**config.mk**
```make
export PLATFORM = sky130hd
export DESIGN_NAME = seg_scan_ctrl
export DESIGN_NICKNAME = d
export VERILOG_FILES = /design/src/rtl/seg_scan_ctrl.sv
export SDC_FILE = /design/constraint.sdc
export NUM_CORES = 1
export LEC_CHECK = 0
export ABC_CLOCK_PERIOD_IN_PS = 3170
export CORE_MARGIN = 1
export CORE_UTILIZATION = 34
export DETAILED_ROUTE_END_ITERATION = 16
export SYNTH_ARGS = -nofsm -noshare
export SYNTH_HDL_FRONTEND = slang
export SYNTH_SLANG_ARGS = --single-unit
```
**constraint.sdc**
```tcl
create_clock -name clk -period 3.17 [get_ports clk]
set_input_delay 0.317 -clock clk [delete_from_list [all_inputs] [get_ports clk]]
set_output_delay 0.317 -clock clk [all_outputs]
set_load 0.1 [all_outputs]
```
**src/rtl/seg_scan_ctrl.sv**
```systemverilog
// Refresh scanner for the 4-digit seven-segment path: drives mux select and one-hot
// digit enables with blanking gaps, and double-buffers the displayed digit values.
module seg_scan_ctrl #(
  parameter int DWELL = 1000,
  parameter int BLANK = 16
) (
  input  logic       clk,
  input  logic       rst_n,
  input  logic       en,
  input  logic [3:0] digit_mask,
  input  logic       upd,
  input  logic [3:0] d0,
  input  logic [3:0] d1,
  input  logic [3:0] d2,
  input  logic [3:0] d3,
  output logic [3:0] q0,
  output logic [3:0] q1,
  output logic [3:0] q2,
  output logic [3:0] q3,
  output logic [1:0] sel,
  output logic [3:0] dig_en,
  output logic       frame_tick
);

  typedef enum logic [1:0] {
    ST_IDLE  = 2'd0,
    ST_BLANK = 2'd1,
    ST_SHOW  = 2'd2
  } state_t;

  localparam int CNT_MAX = (DWELL > BLANK) ? DWELL : BLANK;
  localparam int CNT_W   = (CNT_MAX > 1) ? $clog2(CNT_MAX) : 1;
  localparam logic [CNT_W-1:0] DWELL_LAST = CNT_W'(DWELL - 1);
  localparam logic [CNT_W-1:0] BLANK_LAST = CNT_W'(BLANK - 1);

  // First set bit of mask, searching cyclically upward from start.
  function automatic logic [1:0] first_from(input logic [3:0] mask, input logic [1:0] start);
    logic [1:0] idx;
    logic [1:0] res;
    res = start;
    for (int i = 3; i >= 0; i--) begin
      idx = start + 2'(i);
      res = mask[idx] ? idx : res;
    end
    return res;
  endfunction

  function automatic logic [3:0] onehot(input logic [1:0] idx);
    return 4'b0001 << idx;
  endfunction

  state_t           state_r, state_nx_s;
  logic [CNT_W-1:0] cnt_r, cnt_nx_s;
  logic [1:0]       sel_r, sel_nx_s;
  logic [1:0]       next_idx_s;
  logic [3:0]       dig_en_r, dig_en_nx_s;
  logic             boundary_s;
  logic [15:0]      q_r, q_nx_s;
  logic [15:0]      pend_r, pend_nx_s;
  logic             pend_flag_r, pend_flag_nx_s;
  logic             tick_r, tick_nx_s;

  // Scan sequencing: state, dwell/blank counter and next-digit selection.
  always_comb begin
    state_nx_s = state_r;
    cnt_nx_s   = cnt_r;
    sel_nx_s   = sel_r;
    boundary_s = 1'b0;
    next_idx_s = first_from(digit_mask, sel_r + 2'd1);
    if (!en) begin
      state_nx_s = ST_IDLE;
      cnt_nx_s   = '0;
      sel_nx_s   = 2'd0;
    end else begin
      case (state_r)
        ST_IDLE: begin
          cnt_nx_s = '0;
          if (|digit_mask) begin
            state_nx_s = ST_BLANK;
            sel_nx_s   = first_from(digit_mask, 2'd0);
          end else begin
            state_nx_s = ST_IDLE;
            sel_nx_s   = 2'd0;
          end
        end
        ST_BLANK: begin
          if (cnt_r == BLANK_LAST) begin
            state_nx_s = ST_SHOW;
            cnt_nx_s   = '0;
          end else begin
            cnt_nx_s = cnt_r + CNT_W'(1);
          end
        end
        ST_SHOW: begin
          if (cnt_r == DWELL_LAST) begin
            cnt_nx_s = '0;
            // Wrap (next <= current, single digit included) marks the frame boundary.
            if (|digit_mask) begin
              state_nx_s = ST_BLANK;
              sel_nx_s   = next_idx_s;
              boundary_s = (next_idx_s <= sel_r);
            end else begin
              state_nx_s = ST_IDLE;
              sel_nx_s   = 2'd0;
            end
          end else begin
            cnt_nx_s = cnt_r + CNT_W'(1);
          end
        end
        default: begin
          state_nx_s = ST_IDLE;
          cnt_nx_s   = '0;
          sel_nx_s   = 2'd0;
        end
      endcase
    end
    dig_en_nx_s = (state_nx_s == ST_SHOW) ? onehot(sel_nx_s) : 4'b0000;
  end

  // Double buffer: pending capture on upd, transfer to display only at a frame boundary.
  always_comb begin
    q_nx_s         = q_r;
    pend_nx_s      = pend_r;
    pend_flag_nx_s = pend_flag_r;
    tick_nx_s      = 1'b0;
    if (boundary_s) begin
      if (upd) begin
        q_nx_s         = {d3, d2, d1, d0};
        pend_flag_nx_s = 1'b0;
        tick_nx_s      = 1'b1;
      end else if (pend_flag_r) begin
        q_nx_s         = pend_r;
        pend_flag_nx_s = 1'b0;
        tick_nx_s      = 1'b1;
      end else begin
        tick_nx_s = 1'b0;
      end
    end else if (upd) begin
      pend_nx_s      = {d3, d2, d1, d0};
      pend_flag_nx_s = 1'b1;
    end else begin
      pend_flag_nx_s = pend_flag_r;
    end
  end

  // State and output registers with synchronous active-low reset.
  always_ff @(posedge clk) begin
    if (!rst_n) begin
      state_r     <= ST_IDLE;
      cnt_r       <= '0;
      sel_r       <= 2'd0;
      dig_en_r    <= 4'b0000;
      q_r         <= 16'h0000;
      pend_r      <= 16'h0000;
      pend_flag_r <= 1'b0;
      tick_r      <= 1'b0;
    end else begin
      state_r     <= state_nx_s;
      cnt_r       <= cnt_nx_s;
      sel_r       <= sel_nx_s;
      dig_en_r    <= dig_en_nx_s;
      q_r         <= q_nx_s;
      pend_r      <= pend_nx_s;
      pend_flag_r <= pend_flag_nx_s;
      tick_r      <= tick_nx_s;
    end
  end

  assign q0         = q_r[3:0];
  assign q1         = q_r[7:4];
  assign q2         = q_r[11:8];
  assign q3         = q_r[15:12];
  assign sel        = sel_r;
  assign dig_en     = dig_en_r;
  assign frame_tick = tick_r;

endmodule

```
clock_nets.png
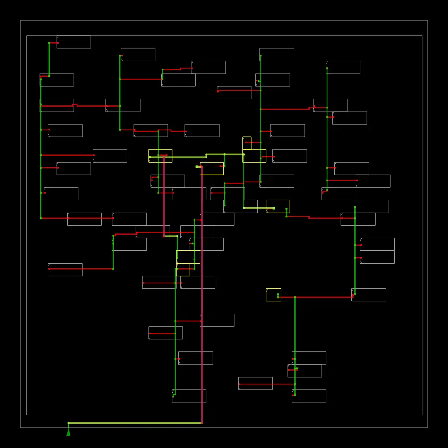
clock distribution power: 0.379 mW
clk sinks: 52
number of CTS-inserted buffers: 5
registers: 52

closeup.png
Bar = 20 um. Region (19, 36) to (69, 86) um. Cells in gray, sequential cells in the stronger gray; small squares are vias.
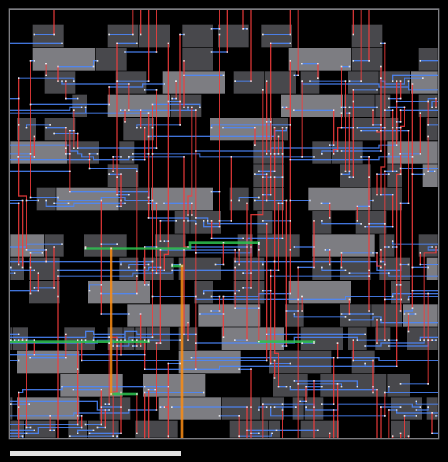
[green] M3
[red] M2
[blue] M1
[orange] M4
sequential cells in the window: 25
most frequent: mux2i_1 (25), dfxtp_1 (25), clkdlybuf4s50_1 (15)
cells with their middle in the window: 127
netlist names of flops here include: pend_r (13), q_r (8), state_r (2)

==> results.cfg <==
; synthesis and place-and-route metrics
[cells_and_area]
multi_input_comb_cells = 174
clk_share_pct = 2.89
nFillCells = 685
fin_area_um2 = 3120
top_regs = pend_r: 16 flops, q_r: 16 flops, cnt_r: 10 flops
ff_latch_area_um2 = 1040

[power]
pg_comb_mw = 0.146
p_comb_share_pct = 12.2
largestPowerGroup = sequential cells

[global_routing]
grt_overflow = 0
antenna_found_initial = 0
grt_pass1_wl_mm = 8.50
use_met3_pct = 2.64
gr-usage-met2_pct = 23.7

[synth]
synth-xor-area-share_pct = 3.16
synthTopCellsByCount = dfxtp_1, mux2i_1, nor2b_1
avgSynthCellArea_um2 = 9.97
netlist_instances = 250
top_cell_area_share_pct = 41.7
yosysWarnings = 0
edf_count = 0

[drt]
drtPass1Iterations = 4

[placement]
dpl-instance-area_um2 = 3030

[worst_setup_path]
cp-end-kind = flop
r2r_end = q_r[12]
worstReg2RegStart = sel[1]
worstPathRequired_ps = 3370
rr_worst_depth = 8

[floorplan]
core.rowCount = 30
num_tap_cells = 96

[sta]
rsz0062_at_grt = no

[clock_network]
cts_tree = yes
clockBufferDepth = 2

[outcome]
status = completed
Power and IR drop assume default switching activity.
